$ cat config.mk
export PLATFORM = sky130hd
export DESIGN_NAME = stm32_bus_bridge_flat
export DESIGN_NICKNAME = d
export VERILOG_FILES = /design/src/rtl/stm32_bus_bridge_if.sv /design/src/rtl/stm32_bus_bridge.sv /design/src/flat_wrapper.sv
export SDC_FILE = /design/constraint.sdc
export NUM_CORES = 1
export LEC_CHECK = 0
export CAP_MARGIN = 10
export CORE_MARGIN = 5
export CORE_UTILIZATION = 35
export CTS_CLUSTER_SIZE = 20
export DETAILED_ROUTE_END_ITERATION = 10
export HOLD_SLACK_MARGIN = 0.12
export PLACE_DENSITY = 0.67
export SYNTH_ARGS = -nofsm -noshare
export SYNTH_HDL_FRONTEND = slang
export SYNTH_SLANG_ARGS = --single-unit
export TNS_END_PERCENT = 10
$ cat constraint.sdc
create_clock -name clk_in -period 8.07 [get_ports clk_in]
set_input_delay 1.2105 -clock clk_in [delete_from_list [all_inputs] [get_ports clk_in]]
set_output_delay 1.2105 -clock clk_in [all_outputs]
set_load 0.1 [all_outputs]
$ cat src/rtl/stm32_bus_bridge_if.sv
// Byte-wide STM32 parallel bus side of stm32_bus_bridge.
// The top level splits the tristate DATA_BUS into in/out/OE before it reaches this interface.
interface stm32_bus_bridge_if;
    logic       DATA_SYNC;
    logic [7:0] DATA_BUS_IN;
    logic [7:0] DATA_BUS_OUT;
    logic       DATA_BUS_OE;

    modport master (output DATA_SYNC, DATA_BUS_IN, input  DATA_BUS_OUT, DATA_BUS_OE);
    modport slave  (input  DATA_SYNC, DATA_BUS_IN, output DATA_BUS_OUT, DATA_BUS_OE);
endinterface

$ cat src/rtl/stm32_bus_bridge.sv
// Byte-wide command bridge between the STM32 bus and the DDC/DUC core.
// Optional BUS_CRC_EN: CRC-8 (poly 0x07) on register writes and on every streamed RX frame.
module stm32_bus_bridge #(
    parameter int         NUM_RX   = 2,
    parameter int         IQ_WIDTH = 32,
    parameter int         NUM_REGS = 24,
    parameter logic [7:0] VERSION  = 8'h02
) (
    input  logic                         clk_in,
    input  logic                         reset_n,
    stm32_bus_bridge_if.slave            bus,
    input  logic [NUM_RX*2*IQ_WIDTH-1:0] rx_iq_data,
    input  logic                         rx_iq_valid,
    input  logic [NUM_RX-1:0]            rx_chan_en,
    output logic                         IQ_RX_READ_REQ,
    output logic [IQ_WIDTH-1:0]          TX_I,
    output logic [IQ_WIDTH-1:0]          TX_Q,
    output logic                         tx_iq_valid,
    output logic [NUM_REGS*8-1:0]        cfg_regs,
    output logic                         cfg_wr_strobe,
    input  logic [31:0]                  status_in,
    output logic [7:0]                   stage_debug
);
    localparam int BYTES = IQ_WIDTH / 8;
    localparam int CH_W  = 2 * IQ_WIDTH;
    localparam int FR_W  = NUM_RX * CH_W;
    localparam int FRAME = NUM_RX * 2 * BYTES;
    localparam int M1    = (FRAME > NUM_REGS) ? FRAME : NUM_REGS;
    localparam int M2    = (M1 > 4) ? M1 : 4;
    localparam int CW    = $clog2(M2 + 2);

    typedef enum logic [2:0] {
        S_IDLE, S_ECHO_RX, S_ECHO_TX, S_WREG, S_STAT, S_TXIQ, S_RXIQ, S_INFO
    } state_t;

    state_t                r_state;
    logic [CW-1:0]         r_cnt, r_len, w_len;
    logic [FR_W-1:0]       r_frame, w_frame;
    logic [NUM_REGS*8-1:0] r_shadow, w_shadow, r_cfg;
    logic [CH_W-1:0]       r_txsh, w_txsh;
    logic [IQ_WIDTH-1:0]   r_tx_i, r_tx_q;
    logic [31:0]           r_stat;
    logic [7:0]            r_out, w_din;
    logic                  r_oe, r_rd_req, r_tx_vld, r_cfg_stb, r_ovr, r_seen;
    logic                  w_sync, w_latch, w_rx_last, w_ovr_clr, w_bit6, w_unused;

`ifdef BUS_CRC_EN
    logic [7:0] r_crc;
    logic       r_crc_err;

    function automatic logic [7:0] crc8(input logic [7:0] c, input logic [7:0] d);
        logic [7:0] x;
        x = c ^ d;
        for (int i = 0; i < 8; i++) x = x[7] ? ((x << 1) ^ 8'h07) : (x << 1);
        return x;
    endfunction

    assign w_bit6    = r_crc_err;
    assign w_rx_last = (r_len == '0) || (r_cnt == r_len);
`else
    assign w_bit6    = r_stat[30];
    assign w_rx_last = (r_len == '0) || (r_cnt == r_len - CW'(1));
`endif

    assign w_sync    = bus.DATA_SYNC;
    assign w_din     = bus.DATA_BUS_IN;
    assign w_latch   = w_sync ? (w_din == 8'd4) : (r_state == S_RXIQ && w_rx_last);
    assign w_ovr_clr = !w_sync && r_state == S_STAT && r_cnt == '0;
    assign w_txsh    = {r_txsh[CH_W-9:0], w_din};
    assign w_unused  = &{1'b0, r_stat[31], r_stat[30]};

    // Pack enabled channels to the top, lowest index first, each as {Q, I}.
    always_comb begin
        w_frame = '0;
        w_len   = '0;
        for (int n = NUM_RX - 1; n >= 0; n--) begin
            if (rx_chan_en[n]) begin
                w_frame = w_frame >> CH_W;
                w_frame[FR_W-1 -: CH_W] = {rx_iq_data[n*CH_W +: IQ_WIDTH],
                                           rx_iq_data[n*CH_W+IQ_WIDTH +: IQ_WIDTH]};
                w_len = w_len + CW'(2 * BYTES);
            end
        end
    end

    always_comb begin
        w_shadow = r_shadow;
        if (r_cnt < CW'(NUM_REGS)) w_shadow[r_cnt*8 +: 8] = w_din;
    end

    always_ff @(posedge clk_in or negedge reset_n) begin
        if (!reset_n) begin
            r_state <= S_IDLE;   r_cnt    <= '0;   r_shadow  <= '0;  r_cfg    <= '0;
            r_txsh  <= '0;       r_tx_i   <= '0;   r_tx_q    <= '0;  r_stat   <= '0;
            r_out   <= '0;       r_oe     <= 1'b0; r_tx_vld  <= 1'b0; r_cfg_stb <= 1'b0;
`ifdef BUS_CRC_EN
            r_crc   <= '0;       r_crc_err <= 1'b0;
`endif
        end else begin
            r_tx_vld  <= 1'b0;
            r_cfg_stb <= 1'b0;
            if (w_sync) begin
                r_cnt    <= '0;
                r_shadow <= '0;
                r_out    <= '0;
                r_stat   <= status_in;
`ifdef BUS_CRC_EN
                r_crc    <= '0;
`endif
                case (w_din)
                    8'd0:    begin r_state <= S_ECHO_RX; r_oe <= 1'b0; end
                    8'd1:    begin r_state <= S_WREG;    r_oe <= 1'b0; end
                    8'd2:    begin r_state <= S_STAT;    r_oe <= 1'b1; end
                    8'd3:    begin r_state <= S_TXIQ;    r_oe <= 1'b0; end
                    8'd4:    begin r_state <= S_RXIQ;    r_oe <= 1'b1; end
                    8'd8:    begin r_state <= S_INFO;    r_oe <= 1'b1; end
                    default: begin r_state <= S_IDLE;    r_oe <= 1'b0; end
                endcase
            end else begin
                case (r_state)
                    S_ECHO_RX: begin r_out <= w_din; r_oe <= 1'b1; r_state <= S_ECHO_TX; end
                    S_ECHO_TX: begin r_oe <= 1'b0; r_state <= S_ECHO_RX; end
                    S_WREG: begin
                        r_shadow <= w_shadow;
`ifdef BUS_CRC_EN
                        if (r_cnt < CW'(NUM_REGS)) begin
                            r_crc <= crc8(r_crc, w_din);
                            r_cnt <= r_cnt + CW'(1);
                        end else begin
                            if (w_din == r_crc) begin r_cfg <= r_shadow; r_cfg_stb <= 1'b1; end
                            else r_crc_err <= 1'b1;
                            r_state <= S_IDLE;
                        end
`else
                        if (r_cnt == CW'(NUM_REGS - 1)) begin
                            r_cfg <= w_shadow; r_cfg_stb <= 1'b1; r_state <= S_IDLE;
                        end else r_cnt <= r_cnt + CW'(1);
`endif
                    end
                    S_STAT: begin
                        r_cnt <= r_cnt + CW'(1);
                        case (int'(r_cnt))
                            0: begin
                                r_out <= {r_ovr, w_bit6, r_stat[29:24]};
`ifdef BUS_CRC_EN
                                r_crc_err <= 1'b0;
`endif
                            end
                            1:       r_out <= r_stat[23:16];
                            2:       r_out <= r_stat[15:8];
                            3:       r_out <= r_stat[7:0];
                            default: begin r_out <= '0; r_oe <= 1'b0; r_state <= S_IDLE; end
                        endcase
                    end
                    S_TXIQ: begin
                        r_txsh <= w_txsh;
                        if (r_cnt == CW'(2 * BYTES - 1)) begin
                            r_tx_q <= w_txsh[CH_W-1 -: IQ_WIDTH];
                            r_tx_i <= w_txsh[IQ_WIDTH-1:0];
                            r_tx_vld <= 1'b1;
                            r_state <= S_IDLE;
                        end else r_cnt <= r_cnt + CW'(1);
                    end
                    S_RXIQ: begin
                        r_oe <= 1'b1;
                        if (r_len == '0) r_out <= '0;
                        else if (r_cnt < r_len) begin
                            r_out <= r_frame[FR_W-1 -: 8];
`ifdef BUS_CRC_EN
                            r_crc <= crc8(r_crc, r_frame[FR_W-1 -: 8]);
                        end else begin
                            r_out <= r_crc;
                            r_crc <= '0;
`endif
                        end
                        r_cnt <= w_rx_last ? '0 : r_cnt + CW'(1);
                    end
                    S_INFO: begin
                        r_cnt <= r_cnt + CW'(1);
                        case (int'(r_cnt))
                            0:       r_out <= 8'(NUM_RX);
                            1:       r_out <= 8'(IQ_WIDTH);
                            2:       r_out <= 8'(NUM_REGS);
                            3:       r_out <= VERSION;
                            default: begin r_out <= '0; r_oe <= 1'b0; r_state <= S_IDLE; end
                        endcase
                    end
                    default: begin r_oe <= 1'b0; r_state <= S_IDLE; end
                endcase
            end
        end
    end

    // Frame latch and overrun tracking; a strobe on a latch edge opens the new interval.
    always_ff @(posedge clk_in or negedge reset_n) begin
        if (!reset_n) begin
            r_frame <= '0; r_len <= '0; r_rd_req <= 1'b0; r_seen <= 1'b0; r_ovr <= 1'b0;
        end else begin
            r_rd_req <= 1'b0;
            if (w_latch) begin
                r_frame  <= w_frame;
                r_len    <= w_len;
                r_rd_req <= 1'b1;
                r_seen   <= rx_iq_valid;
            end else if (r_state == S_RXIQ && !w_sync) begin
                r_frame <= r_frame << 8;
                if (rx_iq_valid) begin
                    r_seen <= 1'b1;
                    if (r_seen) r_ovr <= 1'b1;
                end
            end
            if (w_ovr_clr) r_ovr <= 1'b0;
        end
    end

    assign bus.DATA_BUS_OUT = r_out;
    assign bus.DATA_BUS_OE  = r_oe;
    assign IQ_RX_READ_REQ   = r_rd_req;
    assign TX_I             = r_tx_i;
    assign TX_Q             = r_tx_q;
    assign tx_iq_valid      = r_tx_vld;
    assign cfg_regs         = r_cfg;
    assign cfg_wr_strobe    = r_cfg_stb;
    assign stage_debug      = {5'd0, r_state};
endmodule

$ cat src/flat_wrapper.sv
// flat-port wrapper written by rule: the top's interface ports become plain ports
module stm32_bus_bridge_flat 
#(
    parameter int         NUM_RX   = 2,
    parameter int         IQ_WIDTH = 32,
    parameter int         NUM_REGS = 24,
    parameter logic [7:0] VERSION  = 8'h02
)
  (clk_in, reset_n, rx_iq_data, rx_iq_valid, rx_chan_en, IQ_RX_READ_REQ, TX_I, TX_Q, tx_iq_valid, cfg_regs, cfg_wr_strobe, status_in, stage_debug, bus_DATA_SYNC, bus_DATA_BUS_IN, bus_DATA_BUS_OUT, bus_DATA_BUS_OE);
  stm32_bus_bridge_if bus_i ();
  input  logic clk_in;
  input  logic reset_n;
  input  logic [NUM_RX*2*IQ_WIDTH-1:0] rx_iq_data;
  input  logic rx_iq_valid;
  input  logic [NUM_RX-1:0] rx_chan_en;
  output logic IQ_RX_READ_REQ;
  output logic [IQ_WIDTH-1:0] TX_I;
  output logic [IQ_WIDTH-1:0] TX_Q;
  output logic tx_iq_valid;
  output logic [NUM_REGS*8-1:0] cfg_regs;
  output logic cfg_wr_strobe;
  input  logic [31:0] status_in;
  output logic [7:0] stage_debug;
  input wire logic [$bits(bus_i.DATA_SYNC)-1:0] bus_DATA_SYNC;
  input wire logic [$bits(bus_i.DATA_BUS_IN)-1:0] bus_DATA_BUS_IN;
  output wire logic [$bits(bus_i.DATA_BUS_OUT)-1:0] bus_DATA_BUS_OUT;
  output wire logic [$bits(bus_i.DATA_BUS_OE)-1:0] bus_DATA_BUS_OE;
  assign bus_i.DATA_SYNC = bus_DATA_SYNC;
  assign bus_i.DATA_BUS_IN = bus_DATA_BUS_IN;
  assign bus_DATA_BUS_OUT = bus_i.DATA_BUS_OUT;
  assign bus_DATA_BUS_OE = bus_i.DATA_BUS_OE;
  stm32_bus_bridge #(.NUM_RX(NUM_RX), .IQ_WIDTH(IQ_WIDTH), .NUM_REGS(NUM_REGS), .VERSION(VERSION)) u_core (.clk_in(clk_in), .reset_n(reset_n), .bus(bus_i), .rx_iq_data(rx_iq_data), .rx_iq_valid(rx_iq_valid), .rx_chan_en(rx_chan_en), .IQ_RX_READ_REQ(IQ_RX_READ_REQ), .TX_I(TX_I), .TX_Q(TX_Q), .tx_iq_valid(tx_iq_valid), .cfg_regs(cfg_regs), .cfg_wr_strobe(cfg_wr_strobe), .status_in(status_in), .stage_debug(stage_debug));
endmodule
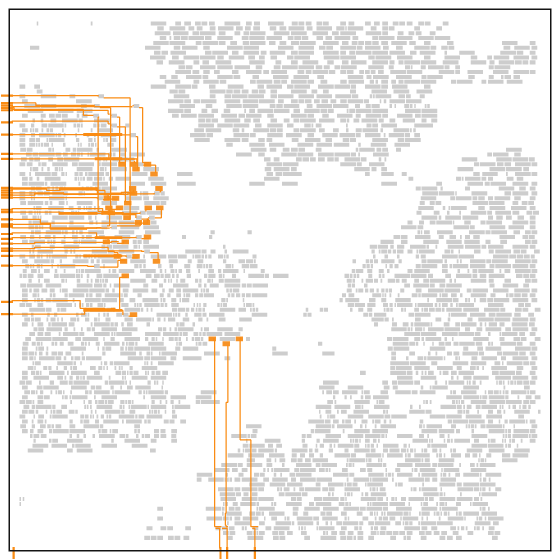
Figure 1: nets reached from selected ports.
orange -> status_in  # bits 32, direction input, edge 28 left, 4 bottom, end cells 31, buffers 31, wire 2650 µm
io pins: 450
IO buf count: 443

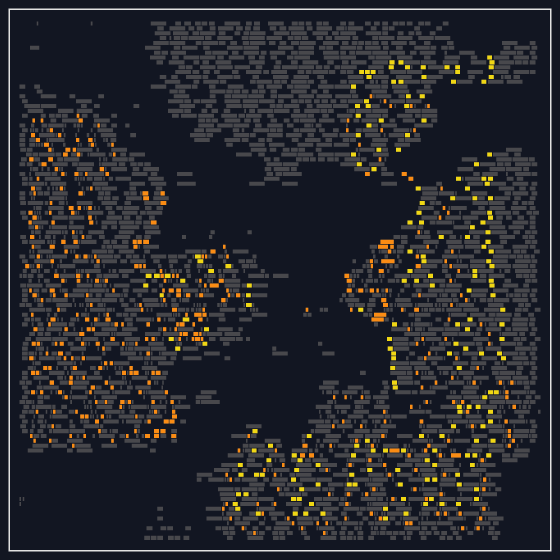
Figure 2: selected gate families.
orange -> aoi and oai cells  # cells 405
yellow -> non-inverting ao/oa cells  # cells 195

==> impl_metrics.ini <==
; flow metrics
[status]
status = finished, final reports clean

[global_route]
antenna_found_initial = 23
use_met1_pct = 26.7
grt_pass1_wl_um = 141000
grt_max_degree = 185

[final_timing]
hold_viol_final = 0
max_slew_margin_pct = 20.8
hold_ws_ns = 0.490
setup_slack_ns = 3.67
layout_min_cycle_time_ns = 4.40
fin_setup_tns_ns = 0

[routing]
met1Wirelength_um = 39200
wl_per_cell_um = 22.7
vias = 22400

[min_path]
holdPathStages = 2
hp-start = u_core.r_frame[2]

[layout]
fin_area_um2 = 37700
comb_share_pct = 31.1
drive_above_1_share_pct = 15.1
final_cells = 4164
syn2layout_area_growth_pct = 25.8
logic_gate_count = 1688
clockNetworkAreaShare_pct = 6.76

[clocking]
cts_buffer_depth = 3
cts_root_buffer = clkbuf_16
htreeDepth = 3
ctsHoldBuffers = 0

[job]
max_cap_viol_count = 0

[die]
rows = 107
nWellTaps = 1144
dieHeight_um = 303

[placed_design]
place_congestion = 0.865
placed_cell_area_um2 = 35100
dp_cells = 4016

[synthesis]
top_area_cell = dfrtp_1
edf_count = 0
async_flop_share_pct = 100
ys_dominant_reg_cell = dfrtp_1

[critical_path]
reg2reg_depth = 9
worstSetupPathType = reg2reg
path_depth = 9
cp.arrival_ns = 4.89
startpoint_type = register
cpMaxStageDelayCell = dfrtp_1
worst_path_most_repeated_cell = ha_1

[power_and_ir_drop]
pg_clk_mw = 3.50
power_density_nw_per_um2 = 201
p_leak_nw = 16.6
p_sw_mw = 1.89
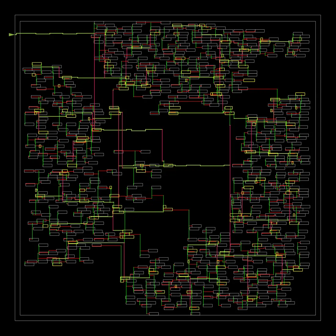
Figure 3: clock wiring as the flow saved it.
clock skew: 0.0280 ns
Layout clock buffers: 106
Flop Count: 687
TritonCTS buffer count: 76

